## config.mk

```make
export PLATFORM = sky130hd
export DESIGN_NAME = text_pixel_reader
export DESIGN_NICKNAME = d
export VERILOG_FILES = /design/src/rtl/text_pixel_reader.sv
export SDC_FILE = /design/constraint.sdc
export NUM_CORES = 1
export LEC_CHECK = 0
export ABC_AREA = 1
export ABC_CLOCK_PERIOD_IN_PS = 2310
export CORE_MARGIN = 8
export CORE_UTILIZATION = 47
export CTS_CLUSTER_SIZE = 8
export DETAILED_ROUTE_END_ITERATION = 8
export HOLD_SLACK_MARGIN = 0.08
export PLACE_DENSITY = 0.87
export SYNTH_ARGS = -nofsm -noshare
export SYNTH_HDL_FRONTEND = slang
export SYNTH_SLANG_ARGS = --single-unit
export TNS_END_PERCENT = 5
```

## constraint.sdc

```tcl
create_clock -name clk -period 2.31 [get_ports clk]
set_input_delay 0.5775 -clock clk [delete_from_list [all_inputs] [get_ports clk]]
set_output_delay 0.5775 -clock clk [all_outputs]
set_load 0.03 [all_outputs]
```

## src/rtl/text_pixel_reader.sv

```systemverilog
// text_pixel_reader: renders a ROWS x COLS character buffer as a raster pixel stream via a font ROM.
// Latency: 4 cycles per character cell (char fetch/wait, font fetch/wait) before its 8 pixels are offered.
// Backpressure: pix_ready low while pix_valid holds pix_data/pix_sol/pix_eof and every counter.
//
// Ports:
//   clk, reset (async, active-low), start (sampled in IDLE only), busy
//   char_rd_en/char_rd_addr/char_rd_data : character memory, data one cycle after the strobe
//   font_rd_en/font_addr/font_data       : font ROM, {code, glyph_line}, bit 7 = leftmost pixel
//   pix_valid/pix_ready/pix_data         : pixel stream, FG for glyph bit 1, BG for 0
//   pix_sol, pix_eof                     : first pixel of scanline / last pixel of frame
//   frame_done                           : one-cycle pulse after the pix_eof beat is accepted
module text_pixel_reader #(
  parameter int          COLS   = 64,
  parameter int          ROWS   = 20,
  parameter int          CHAR_H = 8,
  parameter logic [7:0]  FG     = 8'hFF,
  parameter logic [7:0]  BG     = 8'h00
) (
  input  logic        clk,
  input  logic        reset,
  input  logic        start,
  output logic        busy,
  output logic        char_rd_en,
  output logic [15:0] char_rd_addr,
  input  logic [7:0]  char_rd_data,
  output logic        font_rd_en,
  output logic [10:0] font_addr,
  input  logic [7:0]  font_data,
  output logic        pix_valid,
  input  logic        pix_ready,
  output logic [7:0]  pix_data,
  output logic        pix_sol,
  output logic        pix_eof,
  output logic        frame_done
);

  localparam int CW = (COLS > 1) ? $clog2(COLS) : 1;
  localparam int RW = (ROWS > 1) ? $clog2(ROWS) : 1;

  localparam logic [CW-1:0] COL_LAST  = CW'(COLS - 1);
  localparam logic [RW-1:0] ROW_LAST  = RW'(ROWS - 1);
  localparam logic [2:0]    LINE_LAST = 3'(CHAR_H - 1);

  typedef enum logic [2:0] {
    S_IDLE,
    S_FETCH_CHAR,
    S_WAIT_CHAR,
    S_FETCH_FONT,
    S_WAIT_FONT,
    S_SHIFT,
    S_DONE
  } state_t;

  state_t        state, state_nxt;
  logic [CW-1:0] col;
  logic [RW-1:0] row;
  logic [2:0]    glyph_line;
  logic [2:0]    bit_idx;
  logic [7:0]    char_reg;
  logic [7:0]    shift_reg;

  logic col_last, row_last, line_last, bit_last, frame_last;

  assign col_last   = (col == COL_LAST);
  assign row_last   = (row == ROW_LAST);
  assign line_last  = (glyph_line == LINE_LAST);
  assign bit_last   = (bit_idx == 3'd0);
  assign frame_last = row_last && line_last && col_last;

  // Addresses follow the counters directly; counters are zero in reset so both read 0 there.
  assign char_rd_addr = 16'(row) * 16'(COLS) + 16'(col);
  assign font_addr    = {char_reg, glyph_line};

  always_ff @(posedge clk or negedge reset) begin
    if (!reset) begin
      state      <= S_IDLE;
      col        <= '0;
      row        <= '0;
      glyph_line <= '0;
      bit_idx    <= '0;
      char_reg   <= '0;
      shift_reg  <= '0;
    end else begin
      state <= state_nxt;
      case (state)
        S_IDLE: begin
          if (start) begin
            col        <= '0;
            row        <= '0;
            glyph_line <= '0;
            bit_idx    <= '0;
          end
        end
        S_WAIT_CHAR: char_reg <= char_rd_data;
        S_WAIT_FONT: begin
          shift_reg <= font_data;
          bit_idx   <= 3'd7;
        end
        S_SHIFT: begin
          if (pix_ready) begin
            bit_idx <= bit_idx - 3'd1;
            // Cell finished: step col, carrying into glyph_line then row.
            // No line buffer, so a text row is walked again for each of its scanlines.
            if (bit_last) begin
              if (!col_last) begin
                col <= col + CW'(1);
              end else begin
                col <= '0;
                if (!line_last) begin
                  glyph_line <= glyph_line + 3'd1;
                end else begin
                  glyph_line <= '0;
                  row        <= row_last ? '0 : row + RW'(1);
                end
              end
            end
          end
        end
        default: ;
      endcase
    end
  end

  always_comb begin
    state_nxt  = state;
    busy       = (state != S_IDLE);
    char_rd_en = 1'b0;
    font_rd_en = 1'b0;
    pix_valid  = 1'b0;
    pix_data   = 8'h00;
    pix_sol    = 1'b0;
    pix_eof    = 1'b0;
    frame_done = 1'b0;
    case (state)
      S_IDLE: begin
        if (start) state_nxt = S_FETCH_CHAR;
      end
      S_FETCH_CHAR: begin
        char_rd_en = 1'b1;
        state_nxt  = S_WAIT_CHAR;
      end
      S_WAIT_CHAR: state_nxt = S_FETCH_FONT;
      S_FETCH_FONT: begin
        font_rd_en = 1'b1;
        state_nxt  = S_WAIT_FONT;
      end
      S_WAIT_FONT: state_nxt = S_SHIFT;
      S_SHIFT: begin
        pix_valid = 1'b1;
        pix_data  = shift_reg[bit_idx] ? FG : BG;
        pix_sol   = (col == '0) && (bit_idx == 3'd7);
        pix_eof   = frame_last && bit_last;
        if (pix_ready && bit_last) begin
          state_nxt = frame_last ? S_DONE : S_FETCH_CHAR;
        end
      end
      S_DONE: begin
        frame_done = 1'b1;
        state_nxt  = S_IDLE;
      end
      default: state_nxt = S_IDLE;
    endcase
  end

endmodule

```

==> run_results.csv, run 1 <==
group,metric,value,unit
run_status,status,"completed",
final_timing,relSlewSlack,45.6,%
logic_synthesis,ys_sh_mux,4.27,%
critical_path,reg2reg_depth,10,
critical_path,critPathKind,"flip-flop to primary output",
placement,dp_hpwl,3530,µm
floorplan,num_rows,24,
finish,combGateArea,1020,µm²
global_routing,antenna_found_initial,0,
global_routing,grt_pass1_vias,1848,
critical_path,reg2reg_slack,0.65,ns
power_and_ir_drop,vdd_ir_drop_max,860,µV
logic_synthesis,aoi_share,5.93,%
floorplan,die_w,83.0,µm
drt,route.met2.wl,2470,µm
final_timing,hold_violations,0,
floorplan,die_h,83.0,µm
placement,place.gp.congestion,0.801,
critical_path,path_cells,"nor2_2 > nand2_2 > clkdlybuf4s50_1",
logic_synthesis,synth.logic.top_family,"simple AND/OR/NAND/NOR gates",
critical_path,required,1.73,ns
critical_path,worstPathMaxFanout,6,
critical_path,crit_path_end,"busy",
logic_synthesis,synthAdderAreaFrac,4.74,%
critical_path,r2r-end,"row[0]",
clocking,insertion_delay,0.29,ns
==> run 1: power groups by stage <==
stage / Sequential, mW / Clock (mW) / Combinational [mW]
after global routing: 1.06 / 0.506 / 1.75
after detailed placement: 1.04 / 0 / 1.55
final: 1.03 / 0.463 / 1.58
after CTS: 1.03 / 0.481 / 1.55
after floorplan: 1.19 / 0 / 0.931
after global placement: 1.03 / 0 / 1.51
==> run 1: cell type report <==
| class | count | share of cell area, % |
|---|---|---|
| inverters | 27 | 3.64 |
| clock inverters | 2 | 0.360 |
| clock buffers | 6 | 2.97 |
| multi-input cells | 188 | 36.8 |
| well taps | 52 | 2.34 |
| flip-flops and latches | 36 | 32.4 |
| repair buffers | 65 | 21.4 |
**Run 1: met2 routing**

Drawn at 4 px/µm.
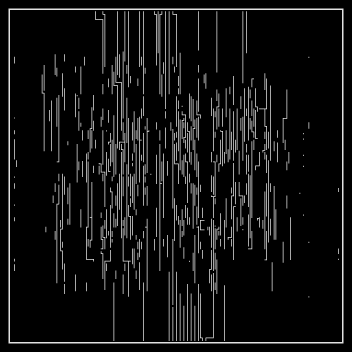
The layer holds 52% of the routed length. The longest straight run is 31.6 µm. The wires run mostly vertical.
via count: 1,873
total wire length: 4790 µm
M2 GR Usage: 25.0%

**Run 1: close-up of the layout**

Window x 29 to 54, y 29 to 54 µm. Cells in gray, sequential cells in the stronger gray; small squares are vias.
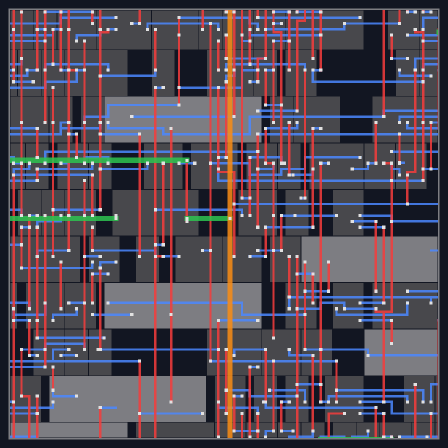
metal 3: shown in green. metal 2: shown in red. metal 1: shown in blue. metal 4: shown in orange.
70 logic cells have their middle in the window. Sequential cells in the window: 4. Netlist names of flops here include bit_idx (2). Most frequent: nand2_1 (13), nand3_1 (10), inv_1 (5).

**Run 1: where the registers sit**

Drawn at 4 px/µm. Other sequential cells in the stronger gray, the rest of the logic in the fainter gray.
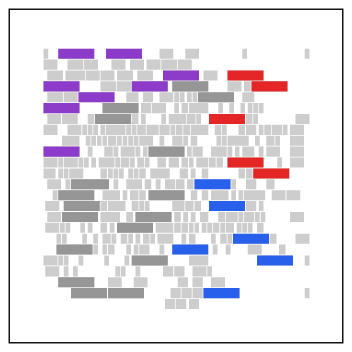
row: shown in red, sequential cells 5. col: shown in blue, sequential cells 6. char_reg: shown in purple, sequential cells 8, where north-west.
final core occ: 63.9%
Seq power: 1.03 mW
sequential portion of the cell area: 32.4%

**Run 1: congestion heat map**

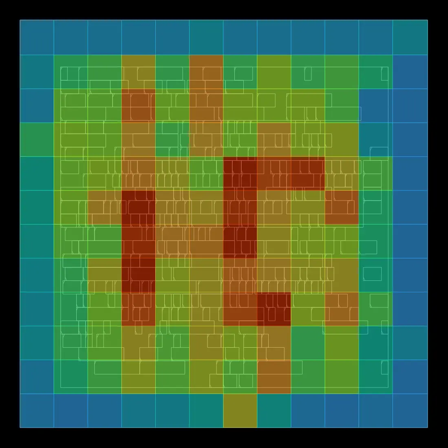

==> run 2, diff against run 1 <==
Settings changed: HOLD_SLACK_MARGIN 0.08 to 0.1, PLACE_DENSITY 0.87 to 0.8.
**Run 2: congestion heat map**

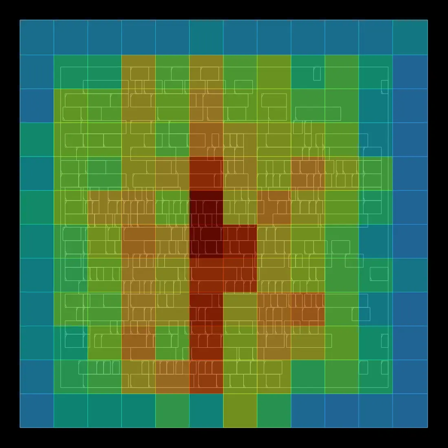
gr busiest metal: met2
Tot GR Track Use: 13.4%
met1 GRT Util: 14.9%
M2 GR Usage: 22.8%

**Run 2: cells by drive strength**

Drawn at 6 px/µm.
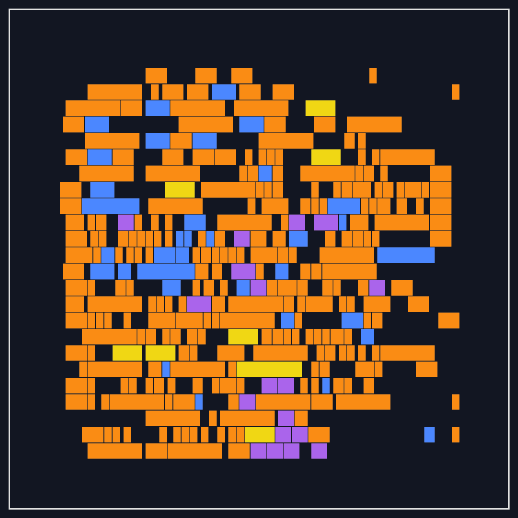
_0 and _1 cells: shown in orange, cells 259, share 81%, most used nand2_1. _2 cells: shown in blue, cells 34, share 11%, most used mux2_2. _3 and _4 cells: shown in purple, cells 18, share 5.6%, most used buf_4. _6 and larger: shown in yellow, cells 8, share 2.5%, most used clkbuf_8.
Design Area, Final: 2770 µm²
setup ws final: 0.0189 ns
area delta synth->final: 31.4%
Non-CTS buffers: 60

==> run_results.csv, run 2 <==
group,metric,value,unit
run_status,status,"completed",
finish,sh_seq_area,32.6,%
finish,seq_cells,36,
floorplan,die_h,83.0,µm
logic_synthesis,synthAdderAreaFrac,4.74,%
placement,place.gp.congestion,0.854,
finish,largestClassByArea,"combinational gates",
finish,clock_buffers,7,
final_timing,finalClockSkew,0.00683,ns
finish,nonClkBufAreaFrac,20.1,%
placement,dp_hpwl,3510,µm
finish,fin_util,63.7,%
drt,route.met2.wl,2340,µm
critical_path,reg2reg_slack,0.65,ns
critical_path,reg2reg_depth,10,
finish,nNonClkInverters,27,
global_routing,grt_util_met3,4.59,%
critical_path,critPathKind,"flip-flop to primary output",
drt,drt_wl_total,4680,µm
global_routing,grt_pass1_vias,1804,
power_and_ir_drop,vdd_ir_drop_max,720,µV
critical_path,path_cells,"ha_1 > nand3_2 > nor2_2 > nand4_1 > nor2_1 > buf_4",
floorplan,die_w,83.0,µm
critical_path,r2r-end,"glyph_line[1]",
clocking,insertion_delay,0.29,ns
final_timing,hold_violations,0,
critical_path,crit_path_end,"pix_eof",
power_and_ir_drop,power.group.top,"combinational cells",
logic_synthesis,top_area_cell,"dfrtp_1",
logic_synthesis,aoi_share,5.93,%
floorplan,num_rows,24,
power_and_ir_drop,clk-power,605,µW
floorplan,nWellTaps,52,
final_timing,relSlewSlack,45.3,%
logic_synthesis,ys_sh_mux,4.27,%
critical_path,worstPathMaxFanout,4,
finish,clk_share,4.56,%
power_and_ir_drop,p_seq,1.03,mW
global_routing,antenna_found_initial,0,
drt,via_count,1854,
logic_synthesis,synth.logic.top_family,"simple AND/OR/NAND/NOR gates",
## run 2: logic make-up (layout without fill, tap and decap cells)
logic type,count (synthesis),count (layout)
AND/OR/NAND/NOR,141,141
adder cells (fa/ha/maj),8,8
XOR/XNOR,4,4
other,1,5
multiplexers,8,8
AND-OR/OR-AND,22,22
buffers and inverters,43,95
flip-flops,36,36
## run 2: worst max-delay path, delay by kind of cell, from the launching register on
family                   cells  cell delay, ns
flip-flops                   1            0.39
AND/OR/NAND/NOR              4            0.62
buffers and inverters        1            0.18
adder cells (fa/ha/maj)      1            0.22
## run 2: per-stage QoR
stage               hold WS [ns]  setup TNS, ns  power (mW)
finish                     0.377              0        3.18
global placement           0.452              0        2.54
floorplan                  0.282              0        2.12
CTS                        0.396      -0.000711        3.19
global route               0.446         -0.226        3.40
detailed placement         0.459              0        2.58
Power and IR drop assume default switching activity.
